===== src/rtl/conv2d_sched.sv =====
// conv2d_sched: tap sequencer for a time-multiplexed conv2d datapath.
// Walks oc, oh, ow, ic, kh, kw (kw innermost) and presents one registered tap
// per valid/ready handshake to a single MAC + bias/round stage.
// Optional macro CONV2D_SCHED_PERF_EN adds the stall_cnt output.
module conv2d_sched #(
    parameter int IN_CH   = 1,
    parameter int OUT_CH  = 1,
    parameter int IN_H    = 1,
    parameter int IN_W    = 1,
    parameter int K       = 3,
    parameter int STRIDE  = 1,
    parameter int PADDING = 0,
    localparam int OUT_H  = (IN_H + 2*PADDING - K) / STRIDE + 1,
    localparam int OUT_W  = (IN_W + 2*PADDING - K) / STRIDE + 1,
    localparam int OH_N   = (OUT_H < 1) ? 1 : OUT_H,
    localparam int OW_N   = (OUT_W < 1) ? 1 : OUT_W,
    localparam int IN_AW  = ($clog2(IN_CH*IN_H*IN_W) > 0) ? $clog2(IN_CH*IN_H*IN_W) : 1,
    localparam int W_AW   = ($clog2(OUT_CH*IN_CH*K*K) > 0) ? $clog2(OUT_CH*IN_CH*K*K) : 1,
    localparam int O_AW   = ($clog2(OUT_CH*OH_N*OW_N) > 0) ? $clog2(OUT_CH*OH_N*OW_N) : 1,
    localparam int B_AW   = ($clog2(OUT_CH) > 0) ? $clog2(OUT_CH) : 1
) (
    input  logic             clk,
    input  logic             rst_n,
    input  logic             start,
    output logic             busy,
    output logic             done,
    output logic             tap_valid,
    input  logic             tap_ready,
    output logic [IN_AW-1:0] in_addr,
    output logic             in_pad,
    output logic [W_AW-1:0]  w_addr,
    output logic [B_AW-1:0]  bias_addr,
    output logic [O_AW-1:0]  out_addr,
    output logic             acc_clr,
`ifdef CONV2D_SCHED_PERF_EN
    output logic             acc_last,
    output logic [31:0]      stall_cnt
`else
    output logic             acc_last
`endif
);

    localparam int CW_K  = ($clog2(K) > 0) ? $clog2(K) : 1;
    localparam int CW_IC = ($clog2(IN_CH) > 0) ? $clog2(IN_CH) : 1;
    localparam int CW_OW = ($clog2(OW_N) > 0) ? $clog2(OW_N) : 1;
    localparam int CW_OH = ($clog2(OH_N) > 0) ? $clog2(OH_N) : 1;
    localparam int CW_OC = ($clog2(OUT_CH) > 0) ? $clog2(OUT_CH) : 1;

    typedef enum logic [1:0] {IDLE, RUN, DONE} state_t;
    state_t state;

    logic [CW_K-1:0]  kw_idx, kh_idx, kw_n, kh_n, kw_s, kh_s;
    logic [CW_IC-1:0] ic_idx, ic_n, ic_s;
    logic [CW_OW-1:0] ow_idx, ow_n, ow_s;
    logic [CW_OH-1:0] oh_idx, oh_n, oh_s;
    logic [CW_OC-1:0] oc_idx, oc_n, oc_s;
    logic             final_tap;

    logic             f_pad, f_clr, f_last;
    logic [IN_AW-1:0] f_in;
    logic [W_AW-1:0]  f_w;
    logic [B_AW-1:0]  f_b;
    logic [O_AW-1:0]  f_o;

    // Next tap indices: nested odometer, kw fastest, oc slowest
    always_comb begin
        kw_n      = kw_idx;
        kh_n      = kh_idx;
        ic_n      = ic_idx;
        ow_n      = ow_idx;
        oh_n      = oh_idx;
        oc_n      = oc_idx;
        final_tap = 1'b0;
        if (kw_idx != CW_K'(K-1)) begin
            kw_n = kw_idx + 1'b1;
        end else begin
            kw_n = '0;
            if (kh_idx != CW_K'(K-1)) begin
                kh_n = kh_idx + 1'b1;
            end else begin
                kh_n = '0;
                if (ic_idx != CW_IC'(IN_CH-1)) begin
                    ic_n = ic_idx + 1'b1;
                end else begin
                    ic_n = '0;
                    if (ow_idx != CW_OW'(OW_N-1)) begin
                        ow_n = ow_idx + 1'b1;
                    end else begin
                        ow_n = '0;
                        if (oh_idx != CW_OH'(OH_N-1)) begin
                            oh_n = oh_idx + 1'b1;
                        end else begin
                            oh_n = '0;
                            if (oc_idx != CW_OC'(OUT_CH-1)) begin
                                oc_n = oc_idx + 1'b1;
                            end else begin
                                oc_n      = '0;
                                final_tap = 1'b1;
                            end
                        end
                    end
                end
            end
        end
    end

    // Tap fields for the tap about to be registered (tap 0 when launching from IDLE)
    always_comb begin : field_calc
        int h;
        int w;
        kw_s   = (state == RUN) ? kw_n : '0;
        kh_s   = (state == RUN) ? kh_n : '0;
        ic_s   = (state == RUN) ? ic_n : '0;
        ow_s   = (state == RUN) ? ow_n : '0;
        oh_s   = (state == RUN) ? oh_n : '0;
        oc_s   = (state == RUN) ? oc_n : '0;
        h      = int'(oh_s) * STRIDE + int'(kh_s) - PADDING;
        w      = int'(ow_s) * STRIDE + int'(kw_s) - PADDING;
        f_pad  = (h < 0) || (h >= IN_H) || (w < 0) || (w >= IN_W);
        f_in   = f_pad ? '0 : IN_AW'((int'(ic_s) * IN_H + h) * IN_W + w);
        f_w    = W_AW'(((int'(oc_s) * IN_CH + int'(ic_s)) * K + int'(kh_s)) * K + int'(kw_s));
        f_b    = B_AW'(oc_s);
        f_o    = O_AW'((int'(oc_s) * OH_N + int'(oh_s)) * OW_N + int'(ow_s));
        f_clr  = (ic_s == '0) && (kh_s == '0) && (kw_s == '0);
        f_last = (ic_s == CW_IC'(IN_CH-1)) && (kh_s == CW_K'(K-1)) && (kw_s == CW_K'(K-1));
    end

    // Control FSM with registered tap fields, strobes and status
    always_ff @(posedge clk or negedge rst_n) begin
        if (!rst_n) begin
            state     <= IDLE;
            {kw_idx, kh_idx, ic_idx, ow_idx, oh_idx, oc_idx} <= '0;
            busy      <= 1'b0;
            done      <= 1'b0;
            tap_valid <= 1'b0;
            in_addr   <= '0;
            in_pad    <= 1'b0;
            w_addr    <= '0;
            bias_addr <= '0;
            out_addr  <= '0;
            acc_clr   <= 1'b0;
            acc_last  <= 1'b0;
`ifdef CONV2D_SCHED_PERF_EN
            stall_cnt <= '0;
`endif
        end else begin
            case (state)
                IDLE: begin
                    done <= 1'b0;
                    if (start) begin
                        state     <= RUN;
                        busy      <= 1'b1;
                        tap_valid <= 1'b1;
                        {kw_idx, kh_idx, ic_idx, ow_idx, oh_idx, oc_idx} <= '0;
                        in_addr   <= f_in;
                        in_pad    <= f_pad;
                        w_addr    <= f_w;
                        bias_addr <= f_b;
                        out_addr  <= f_o;
                        acc_clr   <= f_clr;
                        acc_last  <= f_last;
`ifdef CONV2D_SCHED_PERF_EN
                        stall_cnt <= '0;
`endif
                    end
                end
                RUN: begin
                    if (tap_ready) begin
                        if (final_tap) begin
                            state     <= DONE;
                            busy      <= 1'b0;
                            done      <= 1'b1;
                            tap_valid <= 1'b0;
                            {kw_idx, kh_idx, ic_idx, ow_idx, oh_idx, oc_idx} <= '0;
                            in_addr   <= '0;
                            in_pad    <= 1'b0;
                            w_addr    <= '0;
                            bias_addr <= '0;
                            out_addr  <= '0;
                            acc_clr   <= 1'b0;
                            acc_last  <= 1'b0;
                        end else begin
                            {kw_idx, kh_idx, ic_idx, ow_idx, oh_idx, oc_idx} <=
                                {kw_n, kh_n, ic_n, ow_n, oh_n, oc_n};
                            in_addr   <= f_in;
                            in_pad    <= f_pad;
                            w_addr    <= f_w;
                            bias_addr <= f_b;
                            out_addr  <= f_o;
                            acc_clr   <= f_clr;
                            acc_last  <= f_last;
                        end
                    end
`ifdef CONV2D_SCHED_PERF_EN
                    else if (stall_cnt != '1) begin
                        stall_cnt <= stall_cnt + 32'd1;
                    end
`endif
                end
                DONE: begin
                    state <= IDLE;
                    done  <= 1'b0;
                end
                default: state <= IDLE;
            endcase
        end
    end

endmodule

===== config.mk =====
export PLATFORM = sky130hd
export DESIGN_NAME = conv2d_sched
export DESIGN_NICKNAME = d
export VERILOG_FILES = /design/src/rtl/conv2d_sched.sv
export SDC_FILE = /design/constraint.sdc
export NUM_CORES = 1
export LEC_CHECK = 0
export ABC_AREA = 1
export ABC_CLOCK_PERIOD_IN_PS = 3700
export CORE_MARGIN = 2
export CORE_UTILIZATION = 50
export CTS_BUF_LIST = sky130_fd_sc_hd__clkbuf_8
export CTS_CLUSTER_SIZE = 40
export DETAILED_ROUTE_END_ITERATION = 8
export MAX_ROUTING_LAYER = met4
export PLACE_DENSITY = 0.73
export SYNTH_ARGS = -nofsm -noshare
export SYNTH_HDL_FRONTEND = slang
export SYNTH_SLANG_ARGS = --single-unit

===== constraint.sdc =====
create_clock -name clk -period 3.7 [get_ports clk]
set_input_delay 0.74 -clock clk [delete_from_list [all_inputs] [get_ports clk]]
set_output_delay 0.74 -clock clk [all_outputs]
set_load 0.05 [all_outputs]

Fig. 1: run 1, routed clock nets over the placement
Scale bar: 20 µm.
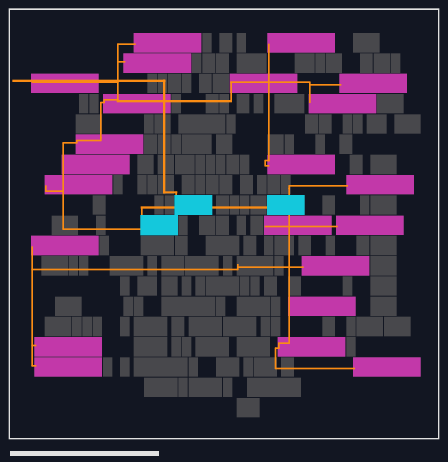
[clock wires] orange | length: 286 µm
[flip-flops] magenta | count: 22
[clock drivers] cyan | count: 3
routed clock nets: 4
flops lie: widely spread
Worst Clk Skew: 0.002916 ns
Clock power frac: 11.0%
clk latency late pin: 0.26 ns
Clock group: 172 µW

Fig. 2: run 1, clock routing
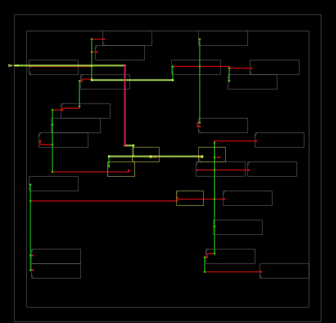
clock buf count: 4
Seq cells: 22
Num CTS Buffers: 3

==> run_results.csv, run 1 <==
group,metric,value,unit
status,status,"completed",
yosys,avgSynthCellArea,8.356,µm²
min_path,hp-class,"register to register",
yosys,edf_count,0,
yosys,ys_warn_count,0,
clock_tree,cts.sinks,22,
global_route,grt_overflow,0,
sta,setup_viol,0,
place,placedCellCount,217,
pwr,combPwrFrac,67.2,%
cells_and_area,buf_share,10.88,%
pwr,power,1566,µW
cells_and_area,post-route-util,61.42,%
pwr,power.group.top,"combinational cells",
sta,worstMarginPinSlew,0.9616,ns
sta,min_period,3.472,ns
yosys,synth.most_common_cell,"nand2_1",
yosys,ys_sh_simple,23.47,%
global_route,antenna_found_initial,0,
yosys,synth.largest_area_cell,"dfrtp_1",
global_route,grt_pass1_vias,1171,
pwr,comb-power,1050,µW
yosys,top_cells_by_count,"nand2_1, inv_1, dfrtp_1",
yosys,ys_types,22,
min_path,hold_start,"in_pad",
global_route,grt_use_total,19.98,%
floorplan,io_pins,17,
sta,fmax,288.0,MHz
yosys,fp_nets,192,
run,warning_count,29,
yosys,syn-cell-area,1429,µm²
cells_and_area,comb_area_share,43.82,%
critical_path,r2r_cells,17,
sta,finalHoldViolCount,0,
sta,finalClockPeriodUsage,93.83,%
global_route,grt_max_degree,23,
cells_and_area,num-fill-cells,242,
place,gp_congestion,0.9312,
yosys,synthAoiAreaFrac,8.581,%
min_path,hold_end,"in_pad",
cells_and_area,non_clock_buffer_count,19,
place,dp_slack,0.2044,ns
cells_and_area,final-clk-cell-share,3.279,%
critical_path,slowest_stage,"fa_1",
critical_path,cp_max_fo,6,
yosys,ys_seq_share,38.53,%
Fig. 3: run 1, cells coloured by class
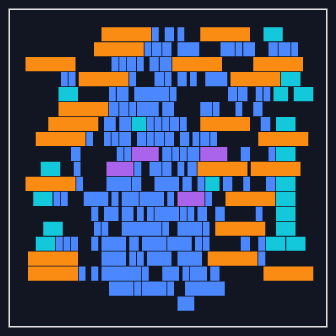
[sequential cells] orange | cells: 22
[combinational and other logic] blue | cells: 145
[clock drivers and dummy loads] purple | cells: 4
[remaining buffers and delay cells] cyan | cells: 19
design area: 1679 µm²
Core Box Area: 2734 µm²
sequential cell area share: 32.79%

[run 1: cell usage in the layout, fill, tap and decap left out, types with 4 or more instances in the layout]
| master | instances |
|---|---|
| nand2_1 | 34 |
| inv_1 | 29 |
| dfrtp_1 | 22 |
| clkdlybuf4s50_1 | 16 |
| o21ai_0 | 14 |
| ha_1 | 14 |
| nand3_1 | 11 |
| nor2_1 | 7 |
| nand2_2 | 5 |
| o21ai_1 | 5 |
| a21oi_1 | 4 |
| xnor2_1 | 4 |
| clkbuf_8 | 4 |
[run 1: sequential cells by signal, indices dropped and copies added, names as in the netlist]
register	count
ic_idx	1
ow_idx	1
w_addr	4
out_addr	1
oc_idx	1
in_addr	1
tap_valid	1
state	2
in_pad	1
acc_clr	1
kw_idx	2
kh_idx	2
done	1
oh_idx	1
acc_last	1
bias_addr	1
## Run 2: what changed since run 1
--- a/config.mk
+++ b/config.mk
@@ -14,6 +14,7 @@
 export DETAILED_ROUTE_END_ITERATION = 8
 export MAX_ROUTING_LAYER = met4
 export PLACE_DENSITY = 0.73
+export REMOVE_ABC_BUFFERS = 1
 export SYNTH_ARGS = -nofsm -noshare
 export SYNTH_HDL_FRONTEND = slang
 export SYNTH_SLANG_ARGS = --single-unit
==> run_results.csv, run 2 <==
group,metric,value,unit
critical_path,slowest_stage,"fa_1",
global_route,grt_pass1_vias,1174,
cells_and_area,lay_top_count,"nand2_1",
clock_tree,clk_latency,0.27,ns
place,placedCellCount,217,
min_path,hp-class,"register to register",
sta,min_period,3.458,ns
clock_tree,cts.sinks,22,
yosys,ys_seq_share,38.53,%
floorplan,io_pins,17,
place,dp_slack,0.2154,ns
critical_path,path_common_cell,"ha_1",
pwr,combPwrFrac,64.6,%
cells_and_area,comb_area_share,43.31,%
cells_and_area,non_clock_buffer_count,19,
status,status,"completed",
cells_and_area,buf_share,10.79,%
yosys,synth.most_common_cell,"nand2_1",
min_path,hold_start,"out_addr",
yosys,ys_warn_count,0,
cells_and_area,clkbuf_count,3,
pwr,power.group.top,"combinational cells",
pwr,power,1616,µW
cells_and_area,final_cell_mix,"nand2_1, inv_1, dfrtp_1, clkdlybuf4s50_1",
cells_and_area,flops,22,
global_route,antenna_found_initial,0,
critical_path,cp_max_fo,6,
yosys,synthAoiAreaFrac,8.581,%
yosys,synth.largest_area_cell,"dfrtp_1",
place,gp_congestion,0.8877,
cells_and_area,num-fill-cells,239,
sta,setup_viol,0,
yosys,syn-cell-area,1429,µm²
cells_and_area,seqCellArea,550.5,µm²
sta,finClkSkew,0.001696,ns
yosys,edf_count,0,
pwr,max-vdd-ir-drop,0.0009773,V
sta,finalHoldViolCount,0,
global_route,grt_max_degree,23,
pwr,comb-power,1040,µW
yosys,ys_sh_simple,23.47,%
yosys,ys_types,22,
[run 2: cell types whose count changed in the layout (fill, tap and decap cells not counted), sizes merged]
| cell | delta |
|---|---|
| bufinv | +1 |
| clkbuf | -1 |
[run 2: metal layers]
| metal | global-route usage [%] | vias up | share of wire, % |
|---|---|---|---|
| met2 | 33.77 | 32 | 52 |
| met3 | 2.948 | 3 | 4.2 |
| met4 | 8.970 | 0 | 0.92 |
| met5 | - | - | 0 |
| li1 | - | 574 | - |
| met1 | 25.65 | 540 | 43 |
[run 2: logic make-up after synthesis]
family                   after synthesis
buffers and inverters                 35
adder cells (fa/ha/maj)               17
flip-flops                            22
AND/OR/NAND/NOR                       69
AND-OR/OR-AND                         24
XOR/XNOR                               4
Fig. 4: run 2, routed clock nets over the placement
Scale bar: 20 µm.
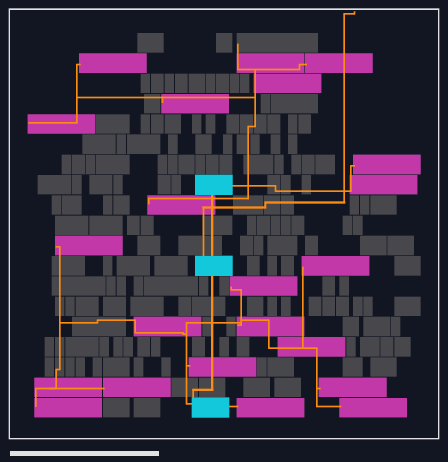
[clock drivers] cyan | count: 3
[flip-flops] magenta | count: 22
[clock wires] orange | length: 319 µm
flops lie: widely spread
Clock group: 229 µW
Clock power frac: 14.2%

Fig. 5: run 2, cells coloured by class
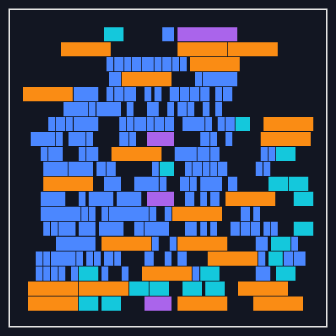
[clock drivers and dummy loads] purple | cells: 4
[combinational and other logic] blue | cells: 145
[sequential cells] orange | cells: 22
[remaining buffers and delay cells] cyan | cells: 19
design area: 1693 µm²
final core utilization: 61.92%
std cell rows: 19
sequential cell area share: 32.52%

Fig. 6: run 2, routed metal per tile
The die is cut into 11 by 11 equal tiles; dark blue is low, red is high, scaled to the fullest tile. Values are wire area over tile area, all layers added.
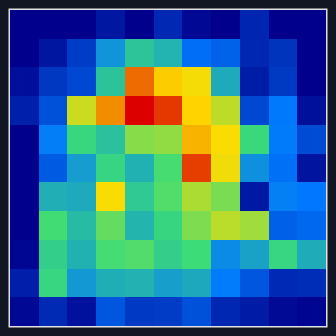

## Run 3: what changed since run 2
--- a/config.mk
+++ b/config.mk
@@ -8,12 +8,13 @@
 export ABC_AREA = 1
 export ABC_CLOCK_PERIOD_IN_PS = 3700
 export CORE_MARGIN = 2
-export CORE_UTILIZATION = 50
+export CORE_UTILIZATION = 45
 export CTS_BUF_LIST = sky130_fd_sc_hd__clkbuf_8
 export CTS_CLUSTER_SIZE = 40
 export DETAILED_ROUTE_END_ITERATION = 8
+export GPL_TIMING_DRIVEN = 0
 export MAX_ROUTING_LAYER = met4
-export PLACE_DENSITY = 0.73
+export PLACE_DENSITY = 0.67
 export REMOVE_ABC_BUFFERS = 1
 export SYNTH_ARGS = -nofsm -noshare
 export SYNTH_HDL_FRONTEND = slang
Fig. 7: run 3, routed metal per tile
The die is cut into 12 by 12 equal tiles; dark blue is low, red is high, scaled to the fullest tile. Values are wire area over tile area, all layers added.
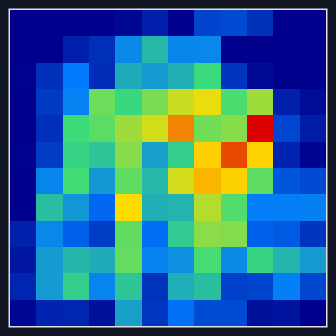
fullest tile: 0.39
densest ninth of the die: middle
mean over tiles: 0.11
nearly empty tiles: 17%
GR Util All Layers: 17.92%
detailed-route via count: 1,109

==> run_results.csv, run 3 <==
group,metric,value,unit
status,status,"completed",
cells_and_area,post-route-util,55.54,%
sta,worstMarginPinSlew,0.9803,ns
sta,setup_viol,0,
cells_and_area,buf_share,9.524,%
critical_path,cp_max_fo,6,
detailed_routing,drt-met1-wl,1.307,mm
global_route,antenna_found_initial,0,
cells_and_area,largest_register_ffs,4,
cells_and_area,seqCellArea,550.5,µm²
yosys,synth.largest_area_cell,"dfrtp_1",
global_route,grt_pass1_vias,1081,
yosys,edf_count,0,
pwr,power,1586,µW
clock_tree,cts.sinks,22,
min_path,hp-class,"register to register",
cells_and_area,non_clock_buffer_count,16,
yosys,ys_seq_share,38.53,%
critical_path,slowest_stage,"fa_1",
critical_path,path_common_cell,"ha_1",
cells_and_area,num-fill-cells,291,
critical_path,r2r_cells,17,
cells_and_area,final-clk-cell-share,3.274,%
detailed_routing,route.met2.wl,1.260,mm
sta,min_period,3.493,ns
cells_and_area,lay_top_count,"nand2_1",
sta,fmax,286.3,MHz
detailed_routing,routed-wl-met3,49,µm
sta,finalHoldViolCount,0,
sta,finClkSkew,0.003169,ns
cells_and_area,top_register,"w_addr",
floorplan,num_rows,20,
yosys,avgSynthCellArea,8.356,µm²
place,gp_congestion,0.8072,
clock_tree,cts_buffers,3,
global_route,grt_overflow,0,
min_path,hold_start,"w_addr[0]",
floorplan,io_pins,17,
place,placedCellCount,227,
yosys,top_cells_by_count,"nand2_1, inv_1, dfrtp_1",
cells_and_area,comb_area_share,44.27,%
sta,finalClockPeriodUsage,94.42,%
yosys,synth.most_common_cell,"nand2_1",
pwr,max-vdd-ir-drop,0.0008472,V
min_path,hold_end,"w_addr[0]",
detailed_routing,routed.top_layer,"met4",
Fig. 8: run 3, cells coloured by class
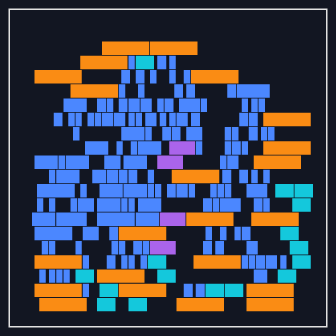
[clock drivers and dummy loads] purple | cells: 4
[combinational and other logic] blue | cells: 145
[remaining buffers and delay cells] cyan | cells: 16
[sequential cells] orange | cells: 22
sequential cell area share: 32.74%
design area: 1682 µm²
Core Box Area: 3028 µm²

==> run 3: per-layer routing <==
metal  global-route usage, %  vias up
li1                        -      568
met1                   22.88      524
met3                   1.919        4
met4                   6.984        0
met2                   29.19       13
met5                       -        -
==> run 3: cell families (layout without fill, tap and decap cells) <==
group | count (synthesis) | count (layout) | share of synthesized area, %
adders and majority gates | 17 | 17 | 16.46
DFF | 22 | 22 | 38.53
xor gates and xnor gates | 4 | 4 | 2.452
buffers and inverters | 35 | 51 | 10.51
AOI/OAI and AO/OA | 24 | 24 | 8.582
and+or+nand+nor | 69 | 69 | 23.47
==> run 3: what timing repair did <==
item,CTS,global route
hold buffers,0,0
setup endpoints to repair,0,1
gates resized,0,3
buffers inserted,0,0
==> run 3: where the power goes <==
group	switching, µW	internal (µW)
sequential	37.7	302
combinational	607	468
clock	76.8	94.8
No activity file was given, so power comes from the tool's default toggle rates.
